<file path="config.mk">
export PLATFORM = sky130hd
export DESIGN_NAME = uart_rx_packet
export DESIGN_NICKNAME = d
export VERILOG_FILES = /design/src/rtl/uart_rx_packet.sv
export SDC_FILE = /design/constraint.sdc
export NUM_CORES = 1
export LEC_CHECK = 0
export ABC_AREA = 1
export CELL_PAD_IN_SITES_DETAIL_PLACEMENT = 1
export CELL_PAD_IN_SITES_GLOBAL_PLACEMENT = 1
export CORE_AREA = 2 2 139 141
export DETAILED_ROUTE_END_ITERATION = 6
export DIE_AREA = 0 0 141 143
export GPL_TIMING_DRIVEN = 0
export PLACE_DENSITY = 0.8
export SLEW_MARGIN = 10
export SYNTH_ARGS = -nofsm -noshare
export SYNTH_HDL_FRONTEND = slang
export SYNTH_SLANG_ARGS = --single-unit
</file>
<file path="constraint.sdc">
create_clock -name baud -period 2.1 [get_ports baud]
set_input_delay 0.42 -clock baud [delete_from_list [all_inputs] [get_ports baud]]
set_output_delay 0.42 -clock baud [all_outputs]
set_load 0.1 [all_outputs]
</file>
<file path="src/rtl/uart_rx_packet.sv">
// uart_rx_packet: frame parser that sits directly behind the UART receiver.
// It assembles SOF, CMD, LEN, payload and CSUM into a frame and buffers the payload.
// Each good frame is presented to the command layer through a valid/ready handshake.
// Length, checksum, inter-byte timeout, receiver errors and overruns raise one-cycle pulses.
module uart_rx_packet #(
    parameter logic [7:0] SOF_BYTE       = 8'hA5,
    parameter int         MAX_PAYLOAD    = 16,
    parameter int         TIMEOUT_CYCLES = 4096
) (
    input  logic                               baud,
    input  logic                               reset,
    input  logic [7:0]                         rx_data,
    input  logic                               rx_done,
    input  logic                               rx_error,
    output logic                               pkt_valid,
    input  logic                               pkt_ready,
    output logic [7:0]                         pkt_cmd,
    output logic [$clog2(MAX_PAYLOAD+1)-1:0]   pkt_len,
    input  logic [$clog2(MAX_PAYLOAD)-1:0]     rd_addr,
    output logic [7:0]                         rd_data,
    output logic                               busy,
    output logic                               err_checksum,
    output logic                               err_length,
    output logic                               err_timeout,
    output logic                               err_rx,
    output logic                               err_overrun
);

    localparam int LW = $clog2(MAX_PAYLOAD + 1);
    localparam int AW = $clog2(MAX_PAYLOAD);
    localparam int TW = $clog2(TIMEOUT_CYCLES);

    localparam logic [7:0]    MAX_LEN_B = 8'(MAX_PAYLOAD);
    localparam logic [TW-1:0] TMO_LAST  = TW'(TIMEOUT_CYCLES - 1);

    localparam logic [2:0] S_SOF     = 3'd0;
    localparam logic [2:0] S_CMD     = 3'd1;
    localparam logic [2:0] S_LEN     = 3'd2;
    localparam logic [2:0] S_PAYLOAD = 3'd3;
    localparam logic [2:0] S_CSUM    = 3'd4;
    localparam logic [2:0] S_HOLD    = 3'd5;

    logic [2:0]    state_q, state_d;
    logic [7:0]    cmd_q, cmd_d;
    logic [LW-1:0] len_q, len_d;
    logic [LW-1:0] cnt_q, cnt_d;
    logic [LW-1:0] cnt_inc;
    logic [7:0]    csum_q, csum_d;
    logic [TW-1:0] tmo_q, tmo_d;
    logic [7:0]    pay_q [MAX_PAYLOAD];
    logic [7:0]    pay_d [MAX_PAYLOAD];
    logic          valid_q, valid_d;
    logic [7:0]    rd_data_q, rd_data_d;
    logic          err_checksum_q, err_checksum_d;
    logic          err_length_q, err_length_d;
    logic          err_timeout_q, err_timeout_d;
    logic          err_rx_q, err_rx_d;
    logic          err_overrun_q, err_overrun_d;
    logic          in_frame;

    // Next-state logic: frame parsing, checksum accumulation, timeout and error pulses
    always_comb begin
        state_d        = state_q;
        cmd_d          = cmd_q;
        len_d          = len_q;
        cnt_d          = cnt_q;
        csum_d         = csum_q;
        tmo_d          = tmo_q;
        pay_d          = pay_q;
        valid_d        = valid_q;
        err_checksum_d = 1'b0;
        err_length_d   = 1'b0;
        err_timeout_d  = 1'b0;
        err_rx_d       = 1'b0;
        err_overrun_d  = 1'b0;
        cnt_inc        = cnt_q + LW'(1);
        in_frame       = (state_q == S_CMD) || (state_q == S_LEN) ||
                         (state_q == S_PAYLOAD) || (state_q == S_CSUM);

        if (in_frame) begin
            // A receiver error aborts the frame even when a byte arrives with it
            if (rx_error) begin
                err_rx_d = 1'b1;
                state_d  = S_SOF;
                tmo_d    = '0;
            end else if (rx_done) begin
                tmo_d = '0;
                case (state_q)
                    S_CMD: begin
                        cmd_d   = rx_data;
                        csum_d  = rx_data;
                        state_d = S_LEN;
                    end
                    S_LEN: begin
                        if (rx_data > MAX_LEN_B) begin
                            err_length_d = 1'b1;
                            state_d      = S_SOF;
                        end else begin
                            len_d   = rx_data[LW-1:0];
                            csum_d  = csum_q ^ rx_data;
                            cnt_d   = '0;
                            state_d = (rx_data == 8'h00) ? S_CSUM : S_PAYLOAD;
                        end
                    end
                    S_PAYLOAD: begin
                        pay_d[cnt_q[AW-1:0]] = rx_data;
                        csum_d               = csum_q ^ rx_data;
                        cnt_d                = cnt_inc;
                        if (cnt_inc == len_q) begin
                            state_d = S_CSUM;
                        end
                    end
                    default: begin
                        if (rx_data == csum_q) begin
                            valid_d = 1'b1;
                            state_d = S_HOLD;
                        end else begin
                            err_checksum_d = 1'b1;
                            state_d        = S_SOF;
                        end
                    end
                endcase
            end else if (tmo_q == TMO_LAST) begin
                err_timeout_d = 1'b1;
                state_d       = S_SOF;
                tmo_d         = '0;
            end else begin
                tmo_d = tmo_q + TW'(1);
            end
        end else if (state_q == S_HOLD) begin
            // The held frame is never disturbed; any byte arriving now is lost
            tmo_d = '0;
            if (rx_done) begin
                err_overrun_d = 1'b1;
            end
            if (valid_q && pkt_ready) begin
                valid_d = 1'b0;
                state_d = S_SOF;
            end
        end else begin
            // Hunting for the start marker; anything else is line noise
            tmo_d   = '0;
            state_d = (rx_done && (rx_data == SOF_BYTE)) ? S_CMD : S_SOF;
        end
    end

    // Payload read port: registered, zero for addresses beyond the buffer
    always_comb begin
        rd_data_d = 8'h00;
        if ({{(32-AW){1'b0}}, rd_addr} < 32'(MAX_PAYLOAD)) begin
            rd_data_d = pay_q[rd_addr];
        end
    end

    // State registers with synchronous reset that drops any partial frame
    always_ff @(posedge baud) begin
        if (reset) begin
            state_q        <= S_SOF;
            cmd_q          <= '0;
            len_q          <= '0;
            cnt_q          <= '0;
            csum_q         <= '0;
            tmo_q          <= '0;
            valid_q        <= 1'b0;
            rd_data_q      <= '0;
            err_checksum_q <= 1'b0;
            err_length_q   <= 1'b0;
            err_timeout_q  <= 1'b0;
            err_rx_q       <= 1'b0;
            err_overrun_q  <= 1'b0;
            for (int i = 0; i < MAX_PAYLOAD; i++) begin
                pay_q[i] <= '0;
            end
        end else begin
            state_q        <= state_d;
            cmd_q          <= cmd_d;
            len_q          <= len_d;
            cnt_q          <= cnt_d;
            csum_q         <= csum_d;
            tmo_q          <= tmo_d;
            valid_q        <= valid_d;
            rd_data_q      <= rd_data_d;
            err_checksum_q <= err_checksum_d;
            err_length_q   <= err_length_d;
            err_timeout_q  <= err_timeout_d;
            err_rx_q       <= err_rx_d;
            err_overrun_q  <= err_overrun_d;
            pay_q          <= pay_d;
        end
    end

    assign pkt_valid    = valid_q;
    assign pkt_cmd      = cmd_q;
    assign pkt_len      = len_q;
    assign rd_data      = rd_data_q;
    assign busy         = (state_q != S_SOF);
    assign err_checksum = err_checksum_q;
    assign err_length   = err_length_q;
    assign err_timeout  = err_timeout_q;
    assign err_rx       = err_rx_q;
    assign err_overrun  = err_overrun_q;

endmodule
</file>
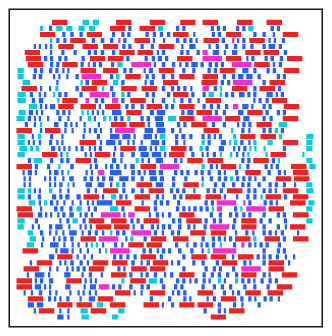
(run_1/cell_classes.png)
| colour | class | cells |
|---|---|---|
| red | flip-flops | 183 |
| cyan | other buffers and delay cells | 124 |
| magenta | clock drivers and dummy loads | 32 |
| blue | all other logic | 838 |

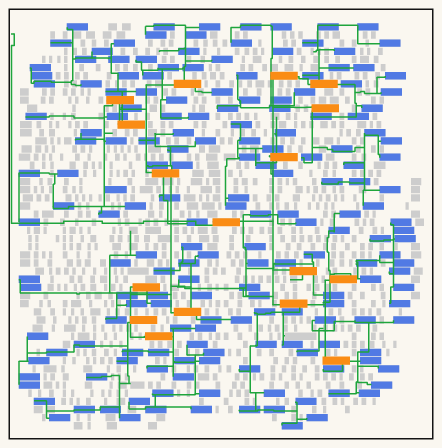
(run_1/clock_map.png)
[orange] cells driving clock nets | count: 17
[green] clock wires | length: 2330 µm
[blue] flip-flops | count: 183
flops lie: spread over the die

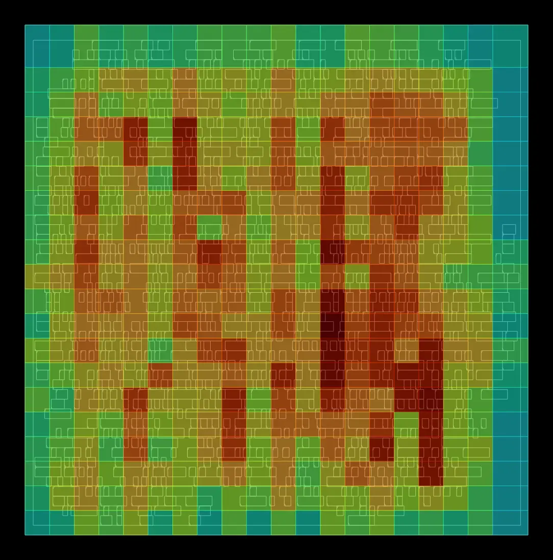
(run_1/final_congestion.png)
met3 Use GR: 3.79%
met2 Use GR: 46.8%
grt met1 use: 36.5%

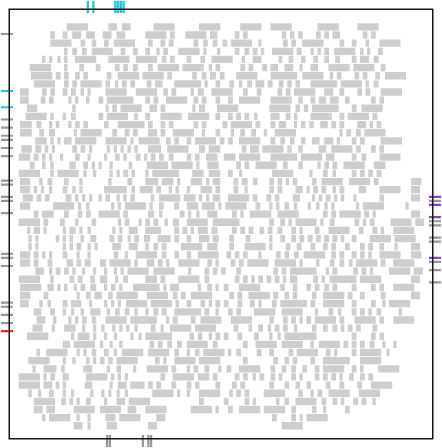
(run_1/pins.png)
Pins as bars across the die edge, other pins in grey.
| colour | port | pins | direction | edge |
|---|---|---|---|---|
| cyan | `pkt_cmd` | 8 | output | 6 top, 2 left |
| red | `err_checksum` | 1 | output | left |
| purple | `rd_addr` | 4 | input | right |

==> impl_metrics.toml, run 1 <==
# generated from flow reports
[setup_path]
slowest_stage = "dlygate4sd2_1"
worstSetupPathType = "register to output pin"
critical_path.top_delay_family = "buffers and inverters"
cp_max_fo = 3
crit_chain = "dlygate4sd2_1"
arrival_ns = 1.64
cp.required_ns = 1.68
crit_path_max_incr_delay_ns = 0.86
cp-start-kind = "register"
cp_num_buf_inv = 1
worst_setup_path_end_kind = "output pin"

[route]
vias = 8114
routedWlPerCell_um = 19.6
drt-initial-drc-count = 757
routed_wl_mm = 27.6
drt-pass1-iter-count = 5
via_per_inst = 5.75
ant_nets = 0
drc = 0

[synthesis]
ys_seq_elements = 183
synth_cell_types = 34
top_area_share_pct = 45.1
syn-num-nets = 1122
synth.largest_area_cell = "dfxtp_1"
flop_cell = "dfxtp_1"
synth.cell_area_um2 = 8130
synth-edff-count = 0
yosys_area_um2 = 8130
synth_cells = 1100
postSynthSeqShare_pct = 45.1
synth.yosys.warnings = 0
ys_cells = 1100
async_reset_ff_share_pct = 0
avgSynthCellArea_um2 = 7.39
synthTopCellsByArea = "dfxtp_1 45%, a21oi_1 12%, o21ai_0 12%"

[cells_and_area]
layout.nets = 1186
layout-area-overhead-vs-synth_pct = 16.4
antennaDiodeCount = 0
drive_gt1_share_pct = 9.86
stdcell_area_um2 = 9460

[die]
die_w_um = 141
io_pins = 45
dieArea_um2 = 20200
initCoreUtil_pct = 43.8
die_height_um = 143
coreArea_um2 = 18600
placement_rows = 50

[clock_tree]
clk_latency_ns = 0.44
cts_tree = "built"
htree_levels = 4
cts_buffer_depth = 2
cts_buffers = 17
clkTransAtPathRegs_ns = 0.07
cts.sink_count = 183
cts-root-buf = "clkbuf_16"

[place]
numPortBuffers = 42
gp_congestion = 0.887
dp_hpwl_mm = 19.5
post_dp_cell_area_um2 = 8840

[hold_path]
hold_path_class = "register to register"

[grt]
grt_pass1_vias = 8010
grt_max_degree = 17
busiest_layer = "met2"
grt_pass1_wl_mm = 43.4
antenna_found_initial = 1
grt-ovfl-total = 0
grt_util_all_layers_pct = 27.9

[pwr]
pwr-share-seq_pct = 48.4
pg_comb_mw = 0.598
peakVddDrop_v = 0.000563
p_leak_nw = 3.59
swShare_pct = 26.3
pg_seq_mw = 3.48
power_top_consumer = "registers"
power.density_nw_per_um2 = 760
pwr-share-clk_pct = 43.2
p_int_mw = 5.30
pg_clk_mw = 3.11
finalPower_mw = 7.19
p_switching_mw = 1.89
power_frac_comb_pct = 8.3

[timing]
fmax_ghz = 0.485
final_max_slew_viol_count = 0
period_used_pct = 98.2
setup_viol = 0
max_slew_margin_pct = 36.1
fin_worst_skew_ns = 0.0121
worstMarginPinSlew_ns = 0.963
setup_tns_ns = 0
rsz0062_at_grt = "yes"
finalHoldViolCount = 0
period_needed_ns = 2.06

[run]
drv_cap = 0
warning_count = 30

[run_status]
status = "finished, final reports clean"
==> run 1: Yosys cell counts (all sizes together), types with 5 or more instances <==
master,number
a31oi,5
inv,114
nor3,10
o21ai,217
o22ai,5
clkbuf,62
dfxtp,183
nand2,94
ha,5
nor2,90
xor2,5
nand4,8
o221ai,10
o211ai,6
buf,18
nand3,59
a21oi,200
==> run 1: routing by layer <==
metal / vias up / part of all wire, %
met5: - / 0
met4: 0 / 3.1
met3: 58 / 4.8
met1: 3933 / 45
met2: 261 / 47
li1: 3862 / -
==> run 1: cells in the final DEF (no fill, tap or decap), drive strengths merged <==
master / netlist / layout
o211ai: 6 / 6
ha: 5 / 5
xnor2: 2 / 2
nor3: 10 / 10
o221ai: 10 / 10
a21oi: 200 / 200
nor3b: 2 / 2
clkinvlp: 0 / 4
inv: 114 / 116
nand4: 8 / 8
clkdlybuf4s15: 0 / 5
clkbuf: 62 / 82
clkdlybuf4s50: 0 / 14
buf: 18 / 23
xor2: 5 / 5
o22ai: 5 / 5
a31oi: 5 / 5
o21ai: 217 / 217
nand3: 59 / 59
nor2: 90 / 91
clkinv: 2 / 5
nand2: 94 / 94
dfxtp: 183 / 183
a211o: 2 / 2
nor4: 1 / 1
bufinv: 0 / 1
dlygate4sd2: 0 / 22
==> run 1: registers in the layout (all words and copies together), names as in the netlist <==
signal and count:
pay_q 128, tmo_q 12, csum_q 8, pkt_cmd 8
rd_data 8, cnt_q 5, pkt_len 5, state_q 3
err_checksum 1, err_length 1, err_overrun 1, err_rx 1
err_timeout 1, pkt_valid 1
==> run 1: cells by family after synthesis <==
kind of cell / Yosys count / share of synthesized area (%)
simple gates: 264 / 15.3
xor+xnor: 7 / 0.754
compound gates: 445 / 28.3
fa+ha+maj: 5 / 0.769
flops: 183 / 45.1
buf+inv: 196 / 9.86
==> run 1: through the flow <==
step / cells / worst slack, ns / hold slack, ns / utilization, %
floorplan: 1100 / 0.246 / 0.420 / -
global placement: 1376 / -0.604 / 0.430 / 47.6
detailed placement: 1376 / -0.639 / 0.434 / 47.6
CTS: 1411 / 0.0146 / 0.444 / 50.7
global route: 1411 / -0.00375 / 0.458 / 50.9
finish: 1411 / 0.0386 / 0.444 / 50.9
==> run 1: layout make-up <==
cell class	instances	area, µm²
Clock buffer	22	454
Multi-Input combinational cell	722	3700
Fill cell	2372	9120
Buffer	78	385
Inverter	116	443
Timing Repair Buffer	46	427
Clock inverter	10	97.6
Tap cell	234	293
Sequential cell	183	3660
==> run 1: repair_timing <==
item | 4_1_cts | 5_1_grt
gates cloned | 0 | 1
pin swaps | 2 | 1
resized | 52 | 36
setup buffers | 4 | 0
hold buffers | 0 | 0
endpoints found under the setup margin | 58 | 51
==> run 1: worst paths after layout <==
path                      startpoint                endpoint  slack (ns)  depth (start not counted)
max           pkt_valid$_SDFFE_PP0P_               pkt_valid        0.04                          1
min           pay_q[58]$_SDFFE_PP0P_  pay_q[58]$_SDFFE_PP0P_        0.44                          2
max reg2reg  state_q[1]$_SDFFE_PP0P_  pay_q[46]$_SDFFE_PP0P_        0.15                         10
min reg2reg   pay_q[58]$_SDFFE_PP0P_  pay_q[58]$_SDFFE_PP0P_        0.44                          2
==> run_1/metal_stack.png <==
Two of the layers only.
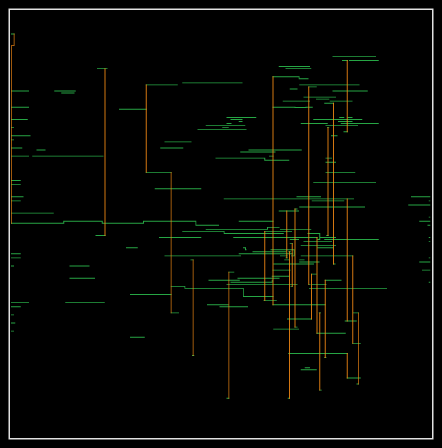

## Run 2: what changed since run 1
--- a/config.mk
+++ b/config.mk
@@ -12,7 +12,7 @@
 export DETAILED_ROUTE_END_ITERATION = 6
 export DIE_AREA = 0 0 141 143
 export GPL_TIMING_DRIVEN = 0
-export PLACE_DENSITY = 0.8
+export PLACE_DENSITY_LB_ADDON = 0.1
 export SLEW_MARGIN = 10
 export SYNTH_ARGS = -nofsm -noshare
 export SYNTH_HDL_FRONTEND = slang
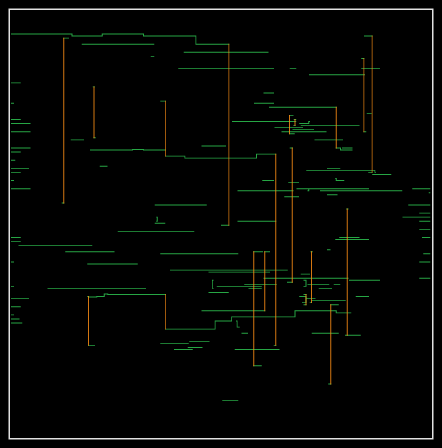
(run_2/metal_stack.png)
Two of the layers only.
| colour | layer | wire length |
|---|---|---|
| orange | met4 | 526 µm |
| green | met3 | 1210 µm |

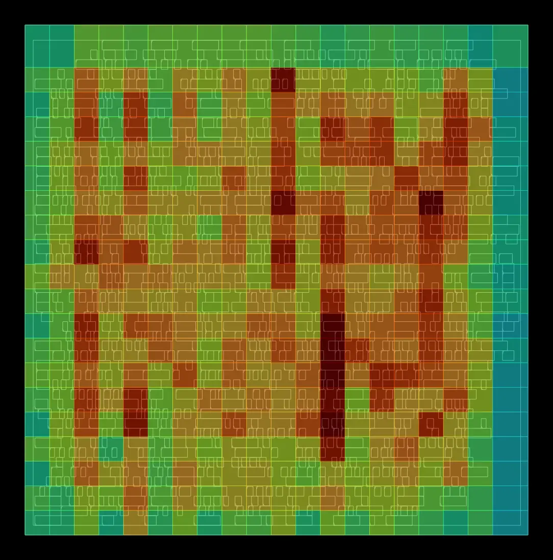
(run_2/final_congestion.png)
busiest layer in global routing: met2
met2 Use GR: 48.3%
met3 Use GR: 4.43%
WL per Instance: 20.1 µm

==> run 2 against run 1 <==
  * Clock skew fell by 0.0014 ns
  * First-iteration DRC count fell by 29%
  * Flip-flop count did not move
  * Fmax barely moved
  * Utilization rose by 0.50 points
  * Total power rose by 4.3%
  * Largest cell class unchanged
==> impl_metrics.toml, run 2 <==
# generated from flow reports
[cells_and_area]
drive_gt1_share_pct = 10.0
layout.nets = 1188
stdcell_area_um2 = 9560
largest_reg_flops = 128
top_regs = "pay_q x128, tmo_q x12"
fillers = 2364
lay_top_count = "a21oi_1"
largest_register = "pay_q"

[pwr]
p_leak_nw = 3.65
power_frac_comb_pct = 8.0
finalPower_mw = 7.50
swShare_pct = 25.9
peakVddDrop_v = 0.000566
power.density_nw_per_um2 = 785
p_switching_mw = 1.95
pwr-share-clk_pct = 45.6
p_int_mw = 5.55

[die]
dieArea_um2 = 20200
coreArea_um2 = 18600
initCoreUtil_pct = 43.8
io_pins = 45
die_w_um = 141
placement_rows = 50
die_height_um = 143

[route]
drc = 0
routed_wl_mm = 28.4
drt-pass1-iter-count = 5
drt-met1-wl_mm = 13.1
highest_layer = "met4"
routed-wl-met3_mm = 1.21
vias = 8057
via_per_inst = 5.70
wl_met2_mm = 13.5
ant_nets = 0
drt-initial-drc-count = 534

[synthesis]
flop_cell = "dfxtp_1"
common_cells = "200 x a21oi_1, 197 x o21ai_0, 183 x dfxtp_1"
yosys_area_um2 = 8130
synth.yosys.warnings = 0
avgSynthCellArea_um2 = 7.39
postSynthSeqShare_pct = 45.1
top_area_share_pct = 45.1
ys_seq_elements = 183
synth.most_common_cell = "a21oi_1"
synth_cells = 1100
synth.largest_area_cell = "dfxtp_1"
synth_cell_types = 34

[clock_tree]
clkTransAtPathRegs_ns = 0.07
htree_levels = 4
cts_buffers = 17
cts.sink_count = 183
cts-root-buf = "clkbuf_16"
ctsHoldBuffers = 0
clk_latency_ns = 0.44
cts_tree = "built"
cts_buffer_depth = 2

[setup_path]
cp.required_ns = 1.68
worstSetupPathType = "register to output pin"
cp_num_buf_inv = 1
crit_path_max_incr_delay_ns = 0.86
arrival_ns = 1.64
slowest_stage = "dlygate4sd2_1"
cp_max_fo = 3
worst_setup_path_end_kind = "output pin"

[grt]
grt_util_all_layers_pct = 28.8
grt_pass1_vias = 7980
grt_pass1_wl_mm = 44.7
grt-ovfl-total = 0

[place]
dp_hpwl_mm = 20.1
gp_congestion = 0.856
numPortBuffers = 42

[timing]
fmax_ghz = 0.485
period_needed_ns = 2.06
worstMarginPinSlew_ns = 0.963
max_slew_margin_pct = 36.1
period_used_pct = 98.2
setup_viol = 0
finalHoldViolCount = 0
fin_worst_skew_ns = 0.0108
whs_ns = 0.444

[run_status]
status = "finished, final reports clean"

[run]
drv_cap = 0
run 2: cell counts after synthesis:
Identical to the previous run, type by type.
run 2: through the flow:
step           std cells  setup slack (ns)  setup TNS [ns]
5_1_grt             1413           -0.0199         -0.0199
3_5_place_dp        1376            -0.588          -58.61
6_report            1413            0.0385               0
4_1_cts             1407           0.00210               0
3_3_place_gp        1376            -0.584          -53.17
2_1_floorplan       1100             0.246               0
run 2: what timing repair did:
action / in CTS / in global routing
pin swaps: 1 / 3
gates resized: 49 / 36
endpoints found under the hold margin: 0 / 0
setup endpoints to repair: 48 / 138
cloned: 0 / 1
setup buffers: 0 / 7
run 2: metal layers:
metal	GRT usage, %	vias up
li1	-	3855
met1	38.6	3936
met2	48.3	225
met3	4.43	41
met4	8.37	0
met5	0	-
run 2: layout make-up:
class,instances,area (µm²),area share [%]
Buffer,77,378,3.95
Timing Repair Buffer,49,448,4.69
Sequential cell,183,3660,38.4
Clock inverter,12,168,1.75
Multi-Input combinational cell,722,3710,38.9
Inverter,116,443,4.64
Tap cell,234,293,3.06
Clock buffer,20,447,4.67
run 2: logic make-up (layout without fill, tap and decap cells):
family,Yosys count,in the layout,synth area share (%)
compound gates,445,445,28.3
xor+xnor,7,7,0.754
fa+ha+maj,5,5,0.769
buf+inv,196,274,9.86
flops,183,183,45.1
simple gates,264,265,15.3
run 2: worst paths after layout:
check,from,endpoint,slack (ns),cells after the start
max,pkt_valid$_SDFFE_PP0P_,pkt_valid,0.04,1
min,pay_q[33]$_SDFFE_PP0P_,pay_q[33]$_SDFFE_PP0P_,0.44,2
max reg2reg,cnt_q[1]$_SDFFE_PP0P_,pay_q[4]$_SDFFE_PP0P_,0.17,7
min reg2reg,pay_q[33]$_SDFFE_PP0P_,pay_q[33]$_SDFFE_PP0P_,0.44,2
run 2: power groups by stage:
stage	logic [mW]	clock network [mW]	registers [mW]
2_1_floorplan	0.270	0	3.65
3_3_place_gp	0.579	0	3.56
3_5_place_dp	0.587	0	3.56
4_1_cts	0.584	3.45	3.48
5_1_grt	0.637	3.61	3.48
6_report	0.601	3.42	3.48
## Run 3: what changed since run 2
--- a/config.mk
+++ b/config.mk
@@ -6,6 +6,7 @@
 export NUM_CORES = 1
 export LEC_CHECK = 0
 export ABC_AREA = 1
+export CAP_MARGIN = 20
 export CELL_PAD_IN_SITES_DETAIL_PLACEMENT = 1
 export CELL_PAD_IN_SITES_GLOBAL_PLACEMENT = 1
 export CORE_AREA = 2 2 139 141
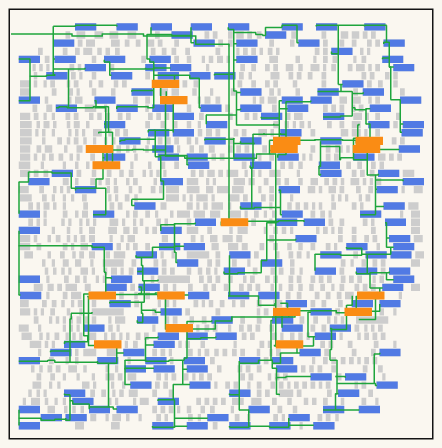
(run_3/clock_map.png)
[orange] cells driving clock nets | count: 17
[green] clock wires | length: 2450 µm
[blue] flip-flops | count: 183
flops lie: spread over the die

==> run 3 against run 2 <==
  * Final cell count is the same
  * Utilization is the same
  * Synthesized area is the same
  * Non-clock buffer count is the same
  * Fmax is the same
  * Die size is the same
  * Critical path depth is the same
  * Largest power group unchanged
  * Critical path type unchanged
  * Combinational power is essentially flat
==> impl_metrics.toml, run 3 <==
# generated from flow reports
[synthesis]
yosys_area_um2 = 8130
top_area_share_pct = 45.1
ys_seq_elements = 183
flop_cell = "dfxtp_1"
synth.cell_area_um2 = 8130
synth_cell_types = 34
postSynthSeqShare_pct = 45.1
synth_cells = 1100
synth.largest_area_cell = "dfxtp_1"
synth.yosys.warnings = 0
common_cells = "200 x a21oi_1, 197 x o21ai_0, 183 x dfxtp_1"
avgSynthCellArea_um2 = 7.39
synth.most_common_cell = "a21oi_1"

[place]
gp_congestion = 0.856
dp_hpwl_mm = 20.1
numPortBuffers = 42
pre_cts_ws_ns = -0.588

[timing]
finalHoldViolCount = 0
period_needed_ns = 2.06
whs_ns = 0.444
max_slew_margin_pct = 36.1
setup_tns_ns = 0
period_used_pct = 98.2
setup_slack_ns = 0.0385
worstMarginPinSlew_ns = 0.963
fmax_ghz = 0.485
fin_worst_skew_ns = 0.0108
setup_viol = 0

[cells_and_area]
largest_register = "pay_q"
stdcell_area_um2 = 9560
fillers = 2364
largest_reg_flops = 128
layout.cells.non_filler = 1413
lay_top_count = "a21oi_1"
layout.nets = 1188
drive_gt1_share_pct = 10.0
top_regs = "pay_q x128, tmo_q x12"
most-common-layout-cells = "200 x a21oi_1, 197 x o21ai_0, 182 x dfxtp_1, 107 x inv_1, 86 x nand2_1"

[run_status]
status = "finished, final reports clean"

[setup_path]
r2r_slack_ns = 0.17
r2r_start = "cnt_q[1]$_SDFFE_PP0P_"
worst_setup_path_end_kind = "output pin"
worstSetupPathType = "register to output pin"
reg2reg_to = "pay_q[4]$_SDFFE_PP0P_"
crit_path_max_incr_delay_ns = 0.86
crit_chain = "dlygate4sd2_1"
slowest_stage = "dlygate4sd2_1"
cp_max_fo = 3
cp_num_buf_inv = 1
cp.required_ns = 1.68
r2r_cells = 7
arrival_ns = 1.64

[clock_tree]
htree_levels = 4
clk_latency_ns = 0.44
clkTransAtPathRegs_ns = 0.07
cts_tree = "built"
cts_buffers = 17
cts.sink_count = 183
cts-root-buf = "clkbuf_16"
cts_buffer_depth = 2

[hold_path]
min_from = "pay_q[33]$_SDFFE_PP0P_"
worstHoldPathCells = 2
hold_end = "pay_q[33]$_SDFFE_PP0P_"

[run]
drv_cap = 0
warning_count = 29

[grt]
grt-ovfl-total = 0
grt_pass1_vias = 7980
grt_pass1_wl_mm = 44.7
grt_util_all_layers_pct = 28.8

[route]
routedWlPerCell_um = 20.1
ant_nets = 0
routed_wl_mm = 28.4
drc = 0
drt-pass1-iter-count = 5
via_per_inst = 5.70
drt-initial-drc-count = 534
vias = 8057

[die]
die_height_um = 143
initCoreUtil_pct = 43.8
coreArea_um2 = 18600
io_pins = 45
placement_rows = 50
die_w_um = 141

[pwr]
power.density_nw_per_um2 = 785
peakVddDrop_v = 0.000566
p_leak_nw = 3.65
finalPower_mw = 7.50
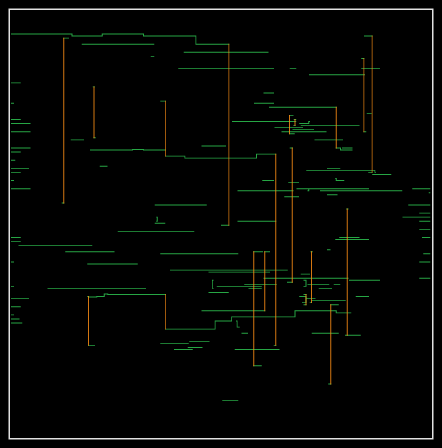
(run_3/metal_stack.png)
Two of the layers only.
| colour | layer | wire length |
|---|---|---|
| green | met3 | 1210 µm |
| orange | met4 | 526 µm |

## run 3: cell counts in the layout (fill, tap and decap cells not counted)
Identical to the previous run, type by type.
## run 3: worst max-delay path by stage
stage / from / slack (ns) / to / depth (start not counted)
after floorplan: pkt_len[0]$_SDFFE_PP0P_ / 0.25 / state_q[0]$_SDFFE_PP0P_ / 11
after global placement: rx_data[3] / -0.58 / state_q[2]$_SDFFE_PP0P_ / 12
after detailed placement: rx_data[3] / -0.59 / state_q[2]$_SDFFE_PP0P_ / 12
after CTS: rx_data[5] / 0.002 / state_q[2]$_SDFFE_PP0P_ / 13
after global routing: rx_data[6] / -0.02 / state_q[1]$_SDFFE_PP0P_ / 10
final: pkt_valid$_SDFFE_PP0P_ / 0.04 / pkt_valid / 1
## run 3: cell type report
type,instances,area [µm²],share of cell area [%]
Sequential cell,183,3660,38.4
Multi-Input combinational cell,722,3710,38.9
Inverter,116,443,4.64
Timing Repair Buffer,49,448,4.69
Buffer,77,378,3.95
Tap cell,234,293,3.06
Clock inverter,12,168,1.75
Clock buffer,20,447,4.67
## run 3: logic make-up after synthesis
group / Yosys count / synth area share (%)
AND-OR/OR-AND: 445 / 28.3
AND/OR/NAND/NOR: 264 / 15.3
buffers and inverters: 196 / 9.86
flip-flops: 183 / 45.1
XOR/XNOR: 7 / 0.754
adder cells (fa/ha/maj): 5 / 0.769
## run 3: report_power, final
group          leakage (nW)  internal [mW]  switching [mW]
clock                 0.301           1.93            1.49
sequential             1.48           3.48         0.00196
combinational          1.88          0.143           0.458
## run 3: worst min-delay path: stages (launching register included)
cell and delay [ns]:
dfxtp_1 0.31, inv_1 0.05, a21oi_1 0.05
## run 3: per-layer routing
metal	up-vias	GRT usage [%]	wire, µm
met4	0	8.37	526
met2	225	48.3	13500
met3	41	4.43	1210
met5	-	0	0
met1	3936	38.6	13100
li1	3855	-	-
## run 3: timing repair
action	4_1_cts	5_1_grt
pin swaps	1	3
resized	49	36
hold buffers	0	0
cloned	0	1
setup endpoints to repair	48	138
setup buffers	0	7
Power and IR drop assume default switching activity.
